**config.mk**
```make
export PLATFORM = sky130hd
export DESIGN_NAME = hazard_unit
export DESIGN_NICKNAME = d
export VERILOG_FILES = /design/src/rtl/hazard_pkg.sv /design/src/rtl/hazard_unit_forward_sel.sv /design/src/rtl/hazard_unit.sv
export SDC_FILE = /design/constraint.sdc
export NUM_CORES = 1
export LEC_CHECK = 0
export CAP_MARGIN = 15
export CORE_AREA = 2 2 42 54
export DETAILED_ROUTE_END_ITERATION = 6
export DIE_AREA = 0 0 44 56
export MAX_ROUTING_LAYER = met4
export PLACE_DENSITY = 0.8
export SLEW_MARGIN = 20
export SYNTH_ARGS = -nofsm -noshare
export SYNTH_HDL_FRONTEND = slang
export SYNTH_HIERARCHICAL = 1
export SYNTH_SLANG_ARGS = --single-unit
```
**constraint.sdc**
```tcl
create_clock -name clk -period 2.28 [get_ports clk]
set_clock_uncertainty 0.1 [all_clocks]
set_input_delay 0.456 -clock clk [delete_from_list [all_inputs] [get_ports clk]]
set_output_delay 0.456 -clock clk [all_outputs]
set_load 0.03 [all_outputs]
```
**src/rtl/hazard_pkg.sv**
```systemverilog
// Shared types for the pipeline hazard controller: forwarding selects and FSM states.
package hazard_pkg;

    // EX-stage operand source select
    typedef enum logic [1:0] {
        FWD_RF = 2'b00,
        FWD_W  = 2'b01,
        FWD_M  = 2'b10
    } forward_t;

    // Multi-cycle condition tracker
    typedef enum logic [1:0] {
        RUN      = 2'b00,
        MEM_WAIT = 2'b01,
        DIV_BUSY = 2'b10
    } hz_state_t;

endpackage

```
**src/rtl/hazard_unit_forward_sel.sv**
```systemverilog
// Priority forwarding compare for one EX operand: MEM beats WB, x0 never forwarded.
module forward_sel
    import hazard_pkg::*;
#(
    parameter int unsigned REG_ADDR_WIDTH = 5
) (
    input  logic [REG_ADDR_WIDTH-1:0] i_rs,
    input  logic [REG_ADDR_WIDTH-1:0] i_rd_m,
    input  logic [REG_ADDR_WIDTH-1:0] i_rd_w,
    input  logic                      i_we_m,
    input  logic                      i_we_w,
    output forward_t                  o_sel
);

    // MEM match first, then WB match, else register file
    always_comb begin
        o_sel = FWD_RF;
        if (i_we_m && (i_rd_m != '0) && (i_rd_m == i_rs)) begin
            o_sel = FWD_M;
        end else if (i_we_w && (i_rd_w != '0) && (i_rd_w == i_rs)) begin
            o_sel = FWD_W;
        end
    end

endmodule

```
**src/rtl/hazard_unit.sv**
```systemverilog
// Pipeline hazard controller: forwarding selects, load-use/branch stall-flush,
// and a small FSM for data-cache miss wait and the iterative divider.
// Build option: define HAZARD_DIV_EN to compile in the divider tracking logic.
module hazard_unit
    import hazard_pkg::*;
#(
    parameter int unsigned REG_ADDR_WIDTH = 5,
    parameter int unsigned DIV_LATENCY    = 32
) (
    input  logic                      clk,
    input  logic                      rst,
    input  logic [REG_ADDR_WIDTH-1:0] Rs1D,
    input  logic [REG_ADDR_WIDTH-1:0] Rs2D,
    input  logic [REG_ADDR_WIDTH-1:0] Rs1E,
    input  logic [REG_ADDR_WIDTH-1:0] Rs2E,
    input  logic [REG_ADDR_WIDTH-1:0] RdE,
    input  logic [REG_ADDR_WIDTH-1:0] RdM,
    input  logic [REG_ADDR_WIDTH-1:0] RdW,
    input  logic                      RegWriteM,
    input  logic                      RegWriteW,
    input  logic                      MemReadE,
    input  logic                      PCSrcE,
    input  logic                      DivStartE,
    input  logic                      DCacheMissM,
    input  logic                      DCacheReadyM,
    output logic [1:0]                ForwardAE,
    output logic [1:0]                ForwardBE,
    output logic                      StallF,
    output logic                      StallD,
    output logic                      StallE,
    output logic                      StallM,
    output logic                      FlushD,
    output logic                      FlushE,
    output logic                      FlushM,
    output logic                      FlushW,
    output logic                      DivDoneE
);

    forward_t  w_fwd_a;
    forward_t  w_fwd_b;
    hz_state_t r_state;
    logic      w_load_use;
    logic      w_branch;
    logic      w_fsm_stall_fde;
    logic      w_fsm_stall_m;
    logic      w_fsm_flush_w;
    logic      w_fsm_flush_m;
    logic      w_div_done;

`ifdef HAZARD_DIV_EN
    localparam int unsigned CNT_W = (DIV_LATENCY > 2) ? $clog2(DIV_LATENCY) : 1;
    logic [CNT_W-1:0] r_cnt;
    logic             r_div_done_q;
`else
    logic w_unused;
    assign w_unused = DivStartE | (DIV_LATENCY == 0);
`endif

    forward_sel #(.REG_ADDR_WIDTH(REG_ADDR_WIDTH)) u_fwd_a (
        .i_rs   (Rs1E),
        .i_rd_m (RdM),
        .i_rd_w (RdW),
        .i_we_m (RegWriteM),
        .i_we_w (RegWriteW),
        .o_sel  (w_fwd_a)
    );

    forward_sel #(.REG_ADDR_WIDTH(REG_ADDR_WIDTH)) u_fwd_b (
        .i_rs   (Rs2E),
        .i_rd_m (RdM),
        .i_rd_w (RdW),
        .i_we_m (RegWriteM),
        .i_we_w (RegWriteW),
        .o_sel  (w_fwd_b)
    );

    // Mealy stall/flush contributions of the multi-cycle FSM
    always_comb begin
        w_fsm_stall_fde = 1'b0;
        w_fsm_stall_m   = 1'b0;
        w_fsm_flush_w   = 1'b0;
        w_fsm_flush_m   = 1'b0;
        w_div_done      = 1'b0;
        case (r_state)
            RUN: begin
                if (DCacheMissM) begin
                    w_fsm_stall_fde = 1'b1;
                    w_fsm_stall_m   = 1'b1;
                    w_fsm_flush_w   = 1'b1;
                end
`ifdef HAZARD_DIV_EN
                else if (r_div_done_q) begin
                    w_div_done = 1'b1;
                end else if (DivStartE) begin
                    w_fsm_stall_fde = 1'b1;
                    w_fsm_flush_m   = 1'b1;
                end
`endif
            end
            MEM_WAIT: begin
                if (!DCacheReadyM) begin
                    w_fsm_stall_fde = 1'b1;
                    w_fsm_stall_m   = 1'b1;
                    w_fsm_flush_w   = 1'b1;
                end
            end
`ifdef HAZARD_DIV_EN
            DIV_BUSY: begin
                w_fsm_stall_fde = 1'b1;
                w_fsm_flush_m   = 1'b1;
            end
`endif
            default: ;
        endcase
    end

    // FSM state, divide countdown and completion flag
    always_ff @(posedge clk or posedge rst) begin
        if (rst) begin
            r_state      <= RUN;
`ifdef HAZARD_DIV_EN
            r_cnt        <= '0;
            r_div_done_q <= 1'b0;
`endif
        end else begin
            case (r_state)
                RUN: begin
                    if (DCacheMissM) begin
                        r_state <= MEM_WAIT;
                    end
`ifdef HAZARD_DIV_EN
                    else if (r_div_done_q) begin
                        r_div_done_q <= 1'b0;
                    end else if (DivStartE) begin
                        // a two-cycle divide has no busy cycles beyond the entry cycle
                        if (DIV_LATENCY <= 2) begin
                            r_div_done_q <= 1'b1;
                        end else begin
                            r_state <= DIV_BUSY;
                            r_cnt   <= CNT_W'(DIV_LATENCY - 2);
                        end
                    end
`endif
                end
                MEM_WAIT: begin
                    if (DCacheReadyM) begin
                        r_state <= RUN;
                    end
                end
`ifdef HAZARD_DIV_EN
                DIV_BUSY: begin
                    r_cnt <= r_cnt - CNT_W'(1);
                    // leave as the count reaches zero so DivDoneE lands at DIV_LATENCY-1
                    if (r_cnt == CNT_W'(1)) begin
                        r_state      <= RUN;
                        r_div_done_q <= 1'b1;
                    end
                end
`endif
                default: r_state <= RUN;
            endcase
        end
    end

    // Zero-latency load-use and branch detection
    always_comb begin
        w_load_use = MemReadE && (RdE != '0) && ((RdE == Rs1D) || (RdE == Rs2D));
        w_branch   = PCSrcE && !w_fsm_stall_fde;
    end

    // OR-combine contributions; every output forced low while in reset
    always_comb begin
        ForwardAE = rst ? FWD_RF : w_fwd_a;
        ForwardBE = rst ? FWD_RF : w_fwd_b;
        StallF    = !rst && (w_load_use || w_fsm_stall_fde);
        StallD    = !rst && (w_load_use || w_fsm_stall_fde);
        StallE    = !rst && w_fsm_stall_fde;
        StallM    = !rst && w_fsm_stall_m;
        FlushD    = !rst && w_branch;
        FlushE    = !rst && (w_load_use || w_branch);
        FlushM    = !rst && w_fsm_flush_m;
        FlushW    = !rst && w_fsm_flush_w;
        DivDoneE  = !rst && w_div_done;
    end

endmodule

```
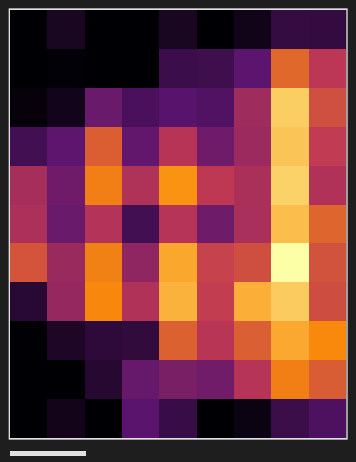
(run_1/wire_density.png)
Bar = 10 um. 9 x 11 tiles, from black (low) to pale yellow (high), scaled to the fullest tile. Values are wire area over tile area, all layers added.
mean over tiles: 0.15
densest ninth of the die: right middle
nearly empty tiles: 15%
fullest tile: 0.40
Post-Route WL: 2.17 mm
DR vias: 769
WL per Instance: 14.0 um
Total GRT Usage: 0.176

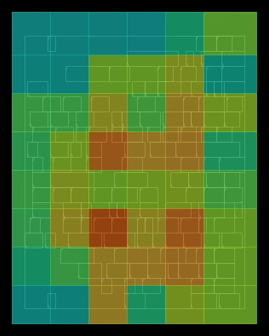
(run_1/final_congestion.png)
met2 Usage GRT: 0.334
met3 usage: 0.0227
Final Core Density: 0.626

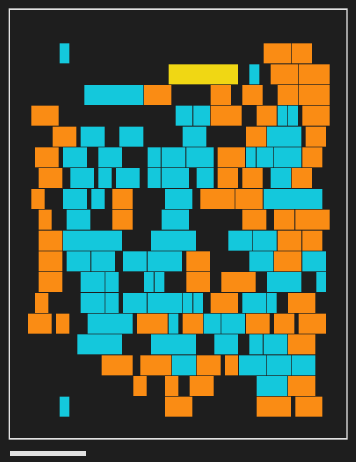
(run_1/cell_classes.png)
Bar = 10 um.
| color | class | cells |
|---|---|---|
| cyan | all other logic | 71 |
| orange | other buffers and delay cells | 63 |
| yellow | flip-flops | 1 |
core footprint: 1940 um^2
sequential cell area share: 0.0206

==> run 1: per-stage QoR <==
step,instances,utilization,TNS [ns],hold WS (ns),total power [mW]
2_1_floorplan,77,-,0,0.105,0.117
5_1_grt,155,0.626,-0.0773,0.597,0.265
3_5_place_dp,155,0.595,-2.88,0.559,0.245
6_report,155,0.626,0,0.555,0.249
3_3_place_gp,155,0.595,-2.68,0.514,0.239
4_1_cts,155,0.599,0,0.561,0.237
==> run 1: routing by layer <==
| metal | share of wire | track usage | vias up |
|---|---|---|---|
| met5 | 0 | - | - |
| li1 | - | - | 379 |
| met1 | 0.35 | 0.201 | 342 |
| met3 | 0.12 | 0.0227 | 0 |
| met4 | 0 | 0 | 0 |
| met2 | 0.52 | 0.334 | 48 |
==> results_dict.tcl, run 1 <==
# collected from the flow reports
set metrics [dict create \
    status "complete, no violations" \
    syn-mean-instance-area_um2 7.57 \
    antennaDiodeCount 0 \
    top_regs "r_state (1)" \
    drc 0 \
    ys_sh_adder 0 \
    p_clk_frac 0 \
    ys_top_logic_family "XOR/XNOR gates" \
    layout.area.comb_um2 598 \
    max_stage_delay_ns 0.48 \
    drive_above_1_share 0.378 \
    finalWorstSetupSlack_ns 0.0277 \
    p_leak_nw 0.557 \
    placed_area_um2 1150 \
    irDropWorstVdd_uv 99.6 \
    inv_count 3 \
    min_from "r_state[0]$_DFFE_PP0P_" \
    top_area_frac 0.243 \
    top_cell "xor2_1" \
    synth-warning-count 6 \
    fp-row-count 18 \
    ys_types 23 \
    final_max_slew_viol_count 0 \
    internal-power_uw 136 \
    fillers 180 \
    syn2layout_area_growth_pct 111 \
    die_x_um 44 \
    worstRegToRegCells 3 \
    top_cells_by_count "xor2_1 (16), xnor2_1 (10), nor3_1 (6), buf_4 (5), nor2_1 (5)" \
    fp_util 0.297 \
    nets 181 \
    warnings 30 \
    yosysSeqAreaShare 0.0435 \
    ff_count 1 \
    drt_iter0_drc 8 \
    postCtsSetupBuffers 0 \
    setup_viol 0 \
    crit_arrival_ns 1.70 \
    crit_slowest_cell "clkdlybuf4s50_1" \
    max_clock_freq_mhz 444 \
    cp-end-kind "output pin" \
    synth-edff-count 0 \
    final_common_cell "buf_4" \
    dieArea_um2 2460 \
    sh_comb_area 0.493 \
    startpoint "Rs2D[2]" \
    finalCriticalPeriod_ns 2.25 \
    crit_chain "clkdlybuf4s50_1 -> xor2_1 -> nor2_1 -> a22oi_2 -> o22ai_2 -> buf_6" \
    regArea_um2 25.0 \
    max_cap_viol_count 0 \
    vias_per_cell 4.96 \
    p_comb_uw 228 \
    grt.overflow.total 0 \
    synthCells 76 \
    power_frac_seq 0.084 \
    cts_resized 60 \
    port_buffers 53 \
    ant_nets 0 \
    logic_gate_count 68 \
    critPathLaunchType "input pin" \
    fin_area_um2 1210 \
    firstDrtPassIters 3 \
    largest_area_cell "xor2_1" \
    crit_buf_inv 2 \
    power-top-group "combinational logic" \
    cp_max_fo 2 \
    worstHoldPathCells 3 \
    antenna_found_initial 0 \
    grt_max_degree 7 \
    worstReg2RegEnd "r_state[0]$_DFFE_PP0P_" \
    p_clk_uw 0 \
    largest_reg_flops 1 \
    power.share.combinational 0.916 \
    layout.area.top_class "multi-input combinational cells" \
    worstPathRequired_ns 1.72 \
    synthFlopType "dfrtp_1" \
]
==> run_1/gate_families.png <==
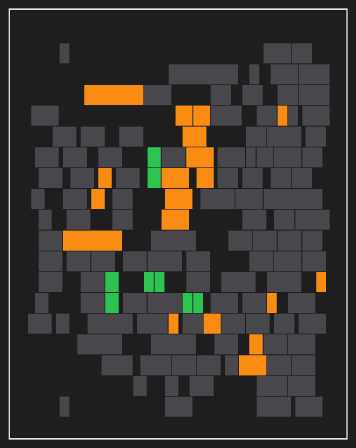

==> run 2: changes to the inputs <==
--- a/config.mk
+++ b/config.mk
@@ -6,11 +6,11 @@
 export NUM_CORES = 1
 export LEC_CHECK = 0
 export CAP_MARGIN = 15
-export CORE_AREA = 2 2 42 54
+export CORE_AREA = 2 2 46 58
 export DETAILED_ROUTE_END_ITERATION = 6
-export DIE_AREA = 0 0 44 56
+export DIE_AREA = 0 0 48 60
 export MAX_ROUTING_LAYER = met4
-export PLACE_DENSITY = 0.8
+export PLACE_DENSITY = 0.72
 export SLEW_MARGIN = 20
 export SYNTH_ARGS = -nofsm -noshare
 export SYNTH_HDL_FRONTEND = slang
==> constraint.sdc (replaced) <==
create_clock -name clk -period 1.9 [get_ports clk]
set_clock_uncertainty 0.1 [all_clocks]
set_input_delay 0.38 -clock clk [delete_from_list [all_inputs] [get_ports clk]]
set_output_delay 0.38 -clock clk [all_outputs]
set_load 0.03 [all_outputs]
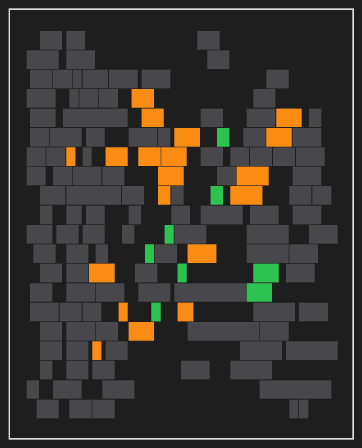
(run_2/gate_families.png)
| color | family | cells | most used |
|---|---|---|---|
| orange | NOR gates | 19 | nor3_2 |
| green | NAND gates | 8 | nand2_1 |
fraction of area in multi-input gates: 0.505
Commonest Layout Cell: buf_6
Post-Layout Cell Count: 169

==> run 2 against run 1 <==
Effect of this change: the run now ends with negative setup slack left; global-route usage down 2.7 points; largest cell class unchanged; final cell count grew 9.0%; sequential share of layout area down 0.21 points; final area rose by 11%; combinational power increased by 36%; flip-flop count unchanged; synthesized area unchanged; via count fell by 1.4%; die area increased by 17%; worst hold slack got worse by 0.24 ns; critical path type unchanged; worst setup slack lost 0.078 ns.
==> results_dict.tcl, run 2 <==
# collected from the flow reports
set metrics [dict create \
    core_region_area_um2 2380 \
    largest_reg_flops 1 \
    cts_resized 157 \
    fp_util 0.242 \
    syn2layout_area_growth_pct 134 \
    worstReg2RegEnd "r_state[0]$_DFFE_PP0P_" \
    synthFlopType "dfrtp_1" \
    synth-warning-count 6 \
    grt_max_degree 7 \
    placed_area_um2 1180 \
    utilization 0.566 \
    p_clk_frac 0 \
    fp-row-count 20 \
    postCtsSetupBuffers 1 \
    firstDrtPassIters 4 \
    largest_area_cell "xor2_1" \
    status "complete, but fails checks" \
    final_max_slew_viol_count 0 \
    crit_chain "buf_6 -> or4_4 -> o211ai_4 -> o22ai_2 -> buf_6" \
    port_buffers 53 \
    grt.overflow.total 0 \
    ys_top_logic_family "XOR/XNOR gates" \
    nets 182 \
    finalCriticalPeriod_ns 1.95 \
    fin_area_um2 1350 \
    die_x_um 48 \
    ff_count 1 \
    layout.area.comb_um2 679 \
    power.share.combinational 0.926 \
    vias_per_cell 4.49 \
    fillers 227 \
    yosysSeqAreaShare 0.0435 \
    violations "negative setup slack" \
    logic_gate_count 68 \
    irDropWorstVdd_uv 199 \
    dieArea_um2 2880 \
    finalWorstSetupSlack_ns -0.0502 \
    max_stage_delay_ns 0.54 \
    p_leak_nw 0.602 \
    top_regs "r_state (1)" \
    syn-mean-instance-area_um2 7.57 \
    place_inst 168 \
    seq-cell-share 0.0186 \
    antenna_found_initial 0 \
    top_cell "xor2_1" \
    critPathLaunchType "input pin" \
    cp_max_fo 2 \
    max_clock_freq_mhz 513 \
    antennaDiodeCount 0 \
    synth-edff-count 0 \
    warnings 33 \
    drt_iter0_drc 5 \
    synthCells 76 \
    whs_ns 0.320 \
    top_area_frac 0.243 \
    setup_viol 4 \
    layout.area.top_class "multi-input combinational cells" \
    crit_buf_inv 2 \
    regArea_um2 25.0 \
    startpoint "RdE[2]" \
    inv_count 3 \
]
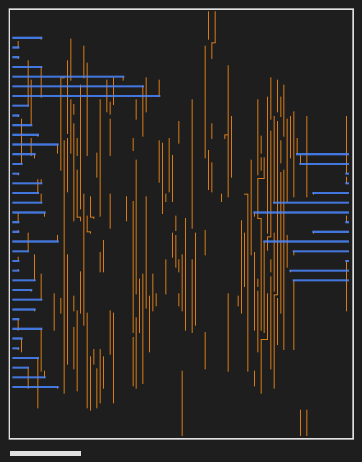
(run_2/metal_stack.png)
Bar = 10 um. Only two layers are drawn.
| color | layer | wire length |
|---|---|---|
| blue | met3 | 228 um |
| orange | met2 | 1,140 um |
WL per Instance: 12.9 um
Total GRT Usage: 0.149
DR vias: 758
Post-Route WL: 2.19 mm

==> run 2: kinds of logic after synthesis <==
logic type | after synthesis
AND/OR/NAND/NOR | 29
multiplexers | 1
other | 1
XOR/XNOR | 26
buffers and inverters | 8
flip-flops | 1
AND-OR/OR-AND | 10
==> run 2: metal layers <==
metal,vias up,part of all wire,global-route usage
met5,-,0,-
met4,0,0,0
met3,0,0.10,0.0242
met2,51,0.52,0.286
met1,329,0.37,0.163
li1,378,-,-
==> run 2: power groups by stage <==
stage	Combinational [mW]	Sequential, mW	Clock [mW]
after global routing	0.329	0.0252	0
final	0.310	0.0248	0
after global placement	0.266	0.0248	0
after CTS	0.275	0.0249	0
after floorplan	0.118	0.0246	0
after detailed placement	0.271	0.0249	0
No activity file was given, so power comes from the tool's default toggle rates.
